**Clock nets**

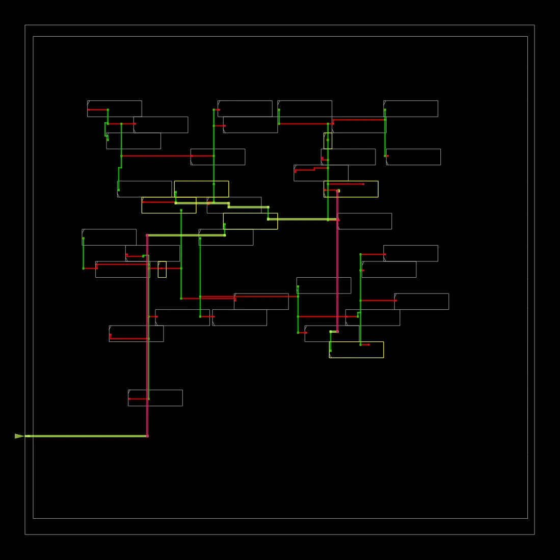
**Routed metal, one color a layer**

Bar = 20 µm.
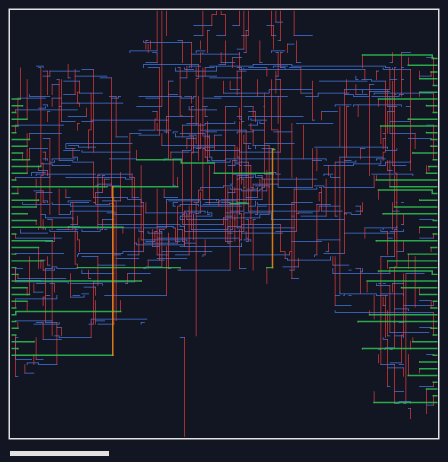
**Nets reached from selected ports**

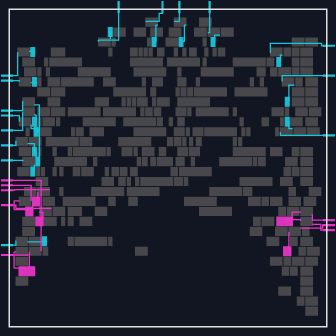
**Sequential cells grouped by signal name**

Bar = 20 µm. Other sequential cells in the stronger gray, the rest of the logic in the fainter gray.
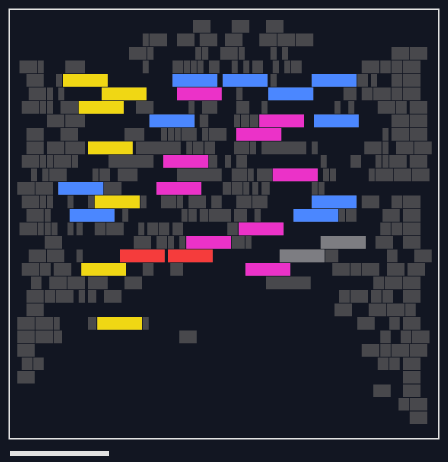
File: config.mk
export PLATFORM = sky130hd
export DESIGN_NAME = gbc_oam_dma_ctrl
export DESIGN_NICKNAME = d
export VERILOG_FILES = /design/src/rtl/gbc_oam_dma_ctrl_pkg.sv /design/src/rtl/dma_byte_counter.sv /design/src/rtl/gbc_oam_dma_ctrl.sv
export SDC_FILE = /design/constraint.sdc
export NUM_CORES = 1
export LEC_CHECK = 0
export CAP_MARGIN = 20
export CORE_UTILIZATION = 24
export CTS_BUF_LIST = sky130_fd_sc_hd__clkbuf_16
export DETAILED_ROUTE_END_ITERATION = 7
export MAX_ROUTING_LAYER = met4
export PLACE_DENSITY = 0.66
export SYNTH_ARGS = -nofsm -noshare
export SYNTH_HDL_FRONTEND = slang
export SYNTH_SLANG_ARGS = --single-unit
File: constraint.sdc
create_clock -name I_CLK -period 4.5 [get_ports I_CLK]
set_clock_uncertainty 0.2 [all_clocks]
set_input_delay 0.675 -clock I_CLK [delete_from_list [all_inputs] [get_ports I_CLK]]
set_output_delay 0.675 -clock I_CLK [all_outputs]
set_load 0.05 [all_outputs]
File: src/rtl/gbc_oam_dma_ctrl_pkg.sv
// Shared types and constants for the OAM DMA sequencer.
// State encoding, default OAM base and the echo-RAM fold helper.
package gbc_oam_dma_ctrl_pkg;

  typedef enum logic [1:0] {
    ST_IDLE  = 2'd0,
    ST_DELAY = 2'd1,
    ST_COPY  = 2'd2,
    ST_LAST  = 2'd3
  } dma_state_e;

  localparam logic [14:0] DST_BASE_DEF = 15'h7E00;
  localparam logic [7:0]  ECHO_FOLD    = 8'hE0;

  // Pages E0..FF alias C0..DF.
  function automatic logic [7:0] fold_page(input logic [7:0] hi);
    return (hi >= ECHO_FOLD) ? hi - 8'h20 : hi;
  endfunction

endpackage

File: src/rtl/dma_byte_counter.sv
// 9-bit loadable byte index for the OAM DMA copy loop.
// Terminal count flags the last byte of the transfer.
module dma_byte_counter #(
  parameter int LEN = 160
) (
  input  logic       clk_i,
  input  logic       rst_ni,
  input  logic       clr_i,
  input  logic       inc_i,
  output logic [8:0] k_o,
  output logic       tc_o
);

  logic [8:0] k_q, k_d;

  always_comb begin
    k_d = k_q;
    if (clr_i)
      k_d = '0;
    else if (inc_i)
      k_d = k_q + 9'd1;
  end

  always_ff @(posedge clk_i or negedge rst_ni) begin
    if (!rst_ni)
      k_q <= '0;
    else
      k_q <= k_d;
  end

  assign k_o  = k_q;
  assign tc_o = (k_q == 9'(LEN - 1));

endmodule

File: src/rtl/gbc_oam_dma_ctrl.sv
// OAM DMA sequencer: reads a source page on BRAM port A and
// writes OAM through port B, arbitrating port A with the CPU.
module gbc_oam_dma_ctrl
  import gbc_oam_dma_ctrl_pkg::*;
#(
  parameter int                ADDR_W      = 15,
  parameter int                XFER_LEN    = 160,
  parameter logic [ADDR_W-1:0] DST_BASE    = ADDR_W'(DST_BASE_DEF),
  parameter int                START_DELAY = 1
) (
  input  logic              I_CLK,
  input  logic              I_RESET_N,
  input  logic              I_START,
  input  logic [7:0]        I_SRC_HI,
  input  logic              I_CPU_EN,
  input  logic              I_CPU_WE,
  input  logic [ADDR_W-1:0] I_CPU_ADDR,
  input  logic [7:0]        I_CPU_DIN,
  output logic [7:0]        O_CPU_DOUT,
  output logic              O_CPU_BUSY,
  output logic              O_MA_EN,
  output logic              O_MA_WE,
  output logic [ADDR_W-1:0] O_MA_ADDR,
  output logic [7:0]        O_MA_DIN,
  input  logic [7:0]        I_MA_DOUT,
  output logic              O_MB_EN,
  output logic              O_MB_WE,
  output logic [ADDR_W-1:0] O_MB_ADDR,
  output logic [7:0]        O_MB_DIN,
  output logic              O_DMA_ACTIVE,
  output logic              O_DONE
);

  localparam int DW = (START_DELAY > 1) ? $clog2(START_DELAY) : 1;
  localparam logic [DW-1:0] DLY_END = DW'(START_DELAY - 1);

  dma_state_e        state_q, state_d;
  logic [7:0]        src_q, src_d;
  logic [DW-1:0]     dly_q, dly_d;
  logic              wr_q, wr_d;
  logic [ADDR_W-1:0] wa_q, wa_d;
  logic              grant_q;
  logic              k_clr, k_inc;
  logic [8:0]        k;
  logic              tc;
  logic              busy;
  logic [15:0]       rd_full;
  logic [ADDR_W-1:0] rd_addr;

  dma_byte_counter #(
    .LEN (XFER_LEN)
  ) u_cnt (
    .clk_i  (I_CLK),
    .rst_ni (I_RESET_N),
    .clr_i  (k_clr),
    .inc_i  (k_inc),
    .k_o    (k),
    .tc_o   (tc)
  );

  assign busy    = (state_q == ST_COPY);
  // No carry into the page byte: the source never leaves its page.
  assign rd_full = {src_q, k[7:0]};
  assign rd_addr = ADDR_W'(rd_full);

  always_comb begin
    state_d = state_q;
    src_d   = src_q;
    dly_d   = dly_q;
    wr_d    = 1'b0;
    wa_d    = wa_q;
    k_clr   = 1'b0;
    k_inc   = 1'b0;
    unique case (state_q)
      ST_IDLE: ;
      ST_DELAY: begin
        if (dly_q == DLY_END) begin
          state_d = ST_COPY;
          k_clr   = 1'b1;
        end else begin
          dly_d = dly_q + 1'b1;
        end
      end
      ST_COPY: begin
        wr_d = 1'b1;
        wa_d = DST_BASE + ADDR_W'(k);
        if (tc)
          state_d = ST_LAST;
        else
          k_inc = 1'b1;
      end
      ST_LAST: state_d = ST_IDLE;
      default: state_d = ST_IDLE;
    endcase
    // A start in any state (re)arms the transfer; a pending write still lands.
    if (I_START) begin
      state_d = ST_DELAY;
      src_d   = fold_page(I_SRC_HI);
      dly_d   = '0;
      k_clr   = 1'b1;
      k_inc   = 1'b0;
    end
  end

  always_ff @(posedge I_CLK or negedge I_RESET_N) begin
    if (!I_RESET_N) begin
      state_q <= ST_IDLE;
      src_q   <= '0;
      dly_q   <= '0;
      wr_q    <= 1'b0;
      wa_q    <= '0;
      grant_q <= 1'b0;
    end else begin
      state_q <= state_d;
      src_q   <= src_d;
      dly_q   <= dly_d;
      wr_q    <= wr_d;
      wa_q    <= wa_d;
      grant_q <= I_CPU_EN & ~busy & ~I_CPU_WE;
    end
  end

  always_comb begin
    O_MA_EN   = I_CPU_EN;
    O_MA_WE   = I_CPU_WE;
    O_MA_ADDR = I_CPU_ADDR;
    O_MA_DIN  = I_CPU_DIN;
    if (busy) begin
      O_MA_EN   = 1'b1;
      O_MA_WE   = 1'b0;
      O_MA_ADDR = rd_addr;
      O_MA_DIN  = '0;
    end
  end

  assign O_MB_EN      = wr_q;
  assign O_MB_WE      = wr_q;
  assign O_MB_ADDR    = wr_q ? wa_q : '0;
  assign O_MB_DIN     = wr_q ? I_MA_DOUT : 8'h00;
  assign O_CPU_DOUT   = grant_q ? I_MA_DOUT : 8'hFF;
  assign O_CPU_BUSY   = busy;
  assign O_DMA_ACTIVE = (state_q != ST_IDLE);
  assign O_DONE       = (state_q == ST_LAST);

endmodule

==> flow_summary.html <==
<p>Metrics extracted from the flow reports.</p>
<table>
<tr><th>Metric</th><th>Value</th></tr>
<tr><th colspan="2">Status</th></tr>
<tr><td>Result of the run</td><td>complete, no violations</td></tr>
<tr><th colspan="2">Route</th></tr>
<tr><td>Routed met1 length</td><td>1955 µm</td></tr>
<tr><td>Number of vias per cell</td><td>4.284</td></tr>
<tr><td>Length of routed met3 wiring</td><td>562 µm</td></tr>
<tr><td>Detailed-route via count</td><td>1705</td></tr>
<tr><td>Met2 Wirelength</td><td>2019 µm</td></tr>
<tr><td>WL final</td><td>4594 µm</td></tr>
<tr><td>Count of routing violations after the opening detailed-route iteration</td><td>103</td></tr>
<tr><th colspan="2">Synthesis</th></tr>
<tr><td>Post-synth top area share</td><td>0.4405</td></tr>
<tr><td>Area fraction in mux cells</td><td>0.03965</td></tr>
<tr><td>Post-Synth Simple-Gate Area</td><td>0.3767</td></tr>
<tr><td>Most area-consuming cells after synthesis</td><td>dfrtp_1, nand2_1, and2_1</td></tr>
<tr><td>Xor/xnor share</td><td>0.02570</td></tr>
<tr><td>Seq cells post-synth</td><td>30</td></tr>
<tr><td>Post-synth top area cell</td><td>dfrtp_1</td></tr>
<tr><td>Most numerous cell types in the synthesized netlist</td><td>nand2_1, dfrtp_1, and2_1</td></tr>
<tr><td>Post-synthesis instance area</td><td>1704 µm²</td></tr>
<tr><td>Syn_nets</td><td>251</td></tr>
<tr><td>Synth Warn #</td><td>0</td></tr>
<tr><td>Average size of a mapped cell</td><td>8.272 µm²</td></tr>
<tr><td>Most used standard cell by instance count after synthesis</td><td>nand2_1</td></tr>
<tr><td>Post-synthesis share of cell area spent on and-or and or-and gates</td><td>0.04772</td></tr>
<tr><th colspan="2">Min path</th></tr>
<tr><td>Hold WC Path Type</td><td>reg2reg</td></tr>
<tr><td>Hold Path Sink</td><td>wa_q[13]$_DFFE_PN0P_</td></tr>
<tr><td>Min-Delay Path Depth</td><td>1</td></tr>
<tr><td>Worst hold start</td><td>wa_q[13]$_DFFE_PN0P_</td></tr>
<tr><th colspan="2">Critical path</th></tr>
<tr><td>Max incr delay on CP</td><td>800 ps</td></tr>
<tr><td>Required arrival time at the worst endpoint</td><td>3620 ps</td></tr>
<tr><td>Nature of the critical path endpoint</td><td>primary output</td></tr>
<tr><td>Launch point of the worst path</td><td>state_q[0]$_DFFE_PN0P_</td></tr>
<tr><td>Count of cell instances traversed by the critical path</td><td>5</td></tr>
<tr><td>Crit-path max FO</td><td>24</td></tr>
<tr><td>Reg2Reg Capture Point</td><td>u_cnt.k_o[5]$_DFFE_PN0P_</td></tr>
<tr><td>Launch point of the worst reg-to-reg path</td><td>state_q[0]$_DFFE_PN0P_</td></tr>
<tr><td>Worst endpoint data arrival time</td><td>2500 ps</td></tr>
<tr><td>Most Frequent Cell on Critical Path</td><td>nand2_1</td></tr>
<tr><td>Worst R2R Path Depth</td><td>5</td></tr>
<tr><td>Critical path, cell by cell</td><td>nand2b_1 &gt; inv_1 &gt; nand2_1 &gt; nand2_1 &gt; clkdlybuf4s50_1</td></tr>
<tr><td>Type of origin of the critical path</td><td>flip-flop</td></tr>
<tr><th colspan="2">Global routing</th></tr>
<tr><td>Initial antenna violation count</td><td>0</td></tr>
<tr><td>Vias in the first global route</td><td>1649</td></tr>
<tr><td>Global-route usage over all layers</td><td>0.1369</td></tr>
<tr><th colspan="2">Placed design</th></tr>
<tr><td>Number of placed instances, taps included</td><td>391</td></tr>
<tr><th colspan="2">Power and ir drop</th></tr>
<tr><td>Max rail drop VDD</td><td>160.0 µV</td></tr>
<tr><th colspan="2">Die</th></tr>
<tr><td>FP Util</td><td>0.2495</td></tr>
<tr><td>Floorplan die area</td><td>7442 µm²</td></tr>
<tr><td>Die Height</td><td>86.27 µm</td></tr>
<tr><th colspan="2">Clock tree</th></tr>
<tr><td>Hold bufs inserted after CTS</td><td>0</td></tr>
<tr><td>Maximum root-to-sink buffer count</td><td>2</td></tr>
<tr><td>Clock-pin slew on the worst setup and hold paths</td><td>50 ps</td></tr>
<tr><td>Number of cells upsized or downsized after cts</td><td>0</td></tr>
<tr><td>H-Tree Depth</td><td>2</td></tr>
<tr><th colspan="2">Cells and area</th></tr>
<tr><td>Share of layout cells above drive strength 1</td><td>0.04967</td></tr>
<tr><td># nets final</td><td>347</td></tr>
<tr><td>Layout Cells excl Fill</td><td>398</td></tr>
<tr><th colspan="2">STA</th></tr>
<tr><td>Post-layout min period</td><td>3379 ps</td></tr>
<tr><td>Highest Clock Rate</td><td>296.0 MHz</td></tr>
<tr><td>Setup violation total in the final timing report</td><td>0</td></tr>
<tr><th colspan="2">Run</th></tr>
<tr><td>Total number of warnings across the stage logs</td><td>26</td></tr>
<tr><td>Maxcap violations</td><td>0</td></tr>
</table>
-- 'clock nets' (at the start) --
clock insertion delay at the later pin of the skew report: 270 ps
clock buffers created by TritonCTS: 5

-- 'routed metal, one color a layer' (at the start) --
legend:
  orange:
    layer: met4
    wire_length: 57.8 µm
  red:
    layer: met2
    wire_length: 2020 µm
  green:
    layer: met3
    wire_length: 562 µm
  blue:
    layer: met1
    wire_length: 1960 µm

-- 'nets reached from selected ports' (at the start) --
legend:
  magenta:
    port: O_MA_DIN
    direction: output
    edge: 5 left, 3 right
    end_cells: 8
    buffers: 8
    wire: 123 µm
  cyan:
    port: I_CPU_ADDR
    direction: input
    edge: 8 left, 4 top, 3 right
    end_cells: 15
    buffers: 15
    wire: 176 µm
I/O pin cnt: 105
number of port buffers: 104

-- 'sequential cells grouped by signal name' (at the start) --
legend:
  yellow:
    signal: src_q
    sequential_cells: 7
  blue:
    signal: wa_q
    sequential_cells: 10
  red:
    signal: state_q
    sequential_cells: 2
  magenta:
    signal: u_cnt.k_o
    sequential_cells: 9
not colored: 2
Seq. cell area: 750.7 µm²
flop share of the area: 0.2573
final core utilization: 0.4271
reported sequential group power: 0.288 mW

==> per-stage QoR <==
step / power, mW / instance area, µm² / hold WS, ps / worst slack (ps)
after global routing: 0.8624 / 2918 / 273.5 / 946.8
after floorplan: 0.4304 / 1704 / 179.4 / 1603
after detailed placement: 0.5300 / 2785 / 248.5 / 1403
after global placement: 0.5287 / 2785 / 245.6 / 1434
after CTS: 0.8337 / 2918 / 260.4 / 1101
final: 0.8236 / 2918 / 255.3 / 1121
==> power by group <==
group          switching (mW)  leakage (nW)  internal, mW
registers             0.00848         0.394         0.280
clock network           0.103        0.0723         0.197
logic                   0.140         0.815        0.0955
==> routing by layer <==
metal | GRT usage | up-vias
met5 | - | -
met1 | 0.1626 | 754
met4 | 0.04394 | 0
met3 | 0.05619 | 5
met2 | 0.2114 | 100
li1 | - | 846
==> layout make-up <==
class                      instances  area share
clock buffer                       5     0.04288
timing repair buffer             106      0.3619
clock inverter                     2    0.002573
multi-input combinational        156      0.2903
sequential                        30      0.2573
inverter                           3    0.003859
tap                               96     0.04117
==> cell usage in the layout (no fill, tap or decap) <==
master and n:
clkdlybuf4s50_1 104, nand2_1 67, dfrtp_1 30, and2_1 29
nand2b_1 11, nor2_1 8, mux2_2 6, inv_1 5
clkbuf_16 5, o21ai_0 4, nand3_1 4, xnor2_1 3
nand4_1 3, xor2_1 2, or4_1 2, a21oi_1 2
a311oi_1 2, buf_4 2, nor3b_1 1, or2_2 1
nor3_1 1, and4_1 1, a41o_1 1, nor2b_1 1
or2_0 1, nor4_1 1, and4b_1 1, a31oi_1 1
o211ai_1 1, o21ba_2 1, ha_1 1
==> registers in the layout, indices dropped and copies added, names as in the netlist <==
| name | count |
|---|---|
| grant_q | 1 |
| state_q | 2 |
| u_cnt.k_o | 9 |
| O_MB_EN | 1 |
| wa_q | 10 |
| src_q | 7 |
Power figures rest on the tool's default switching activity, not on a simulated workload.
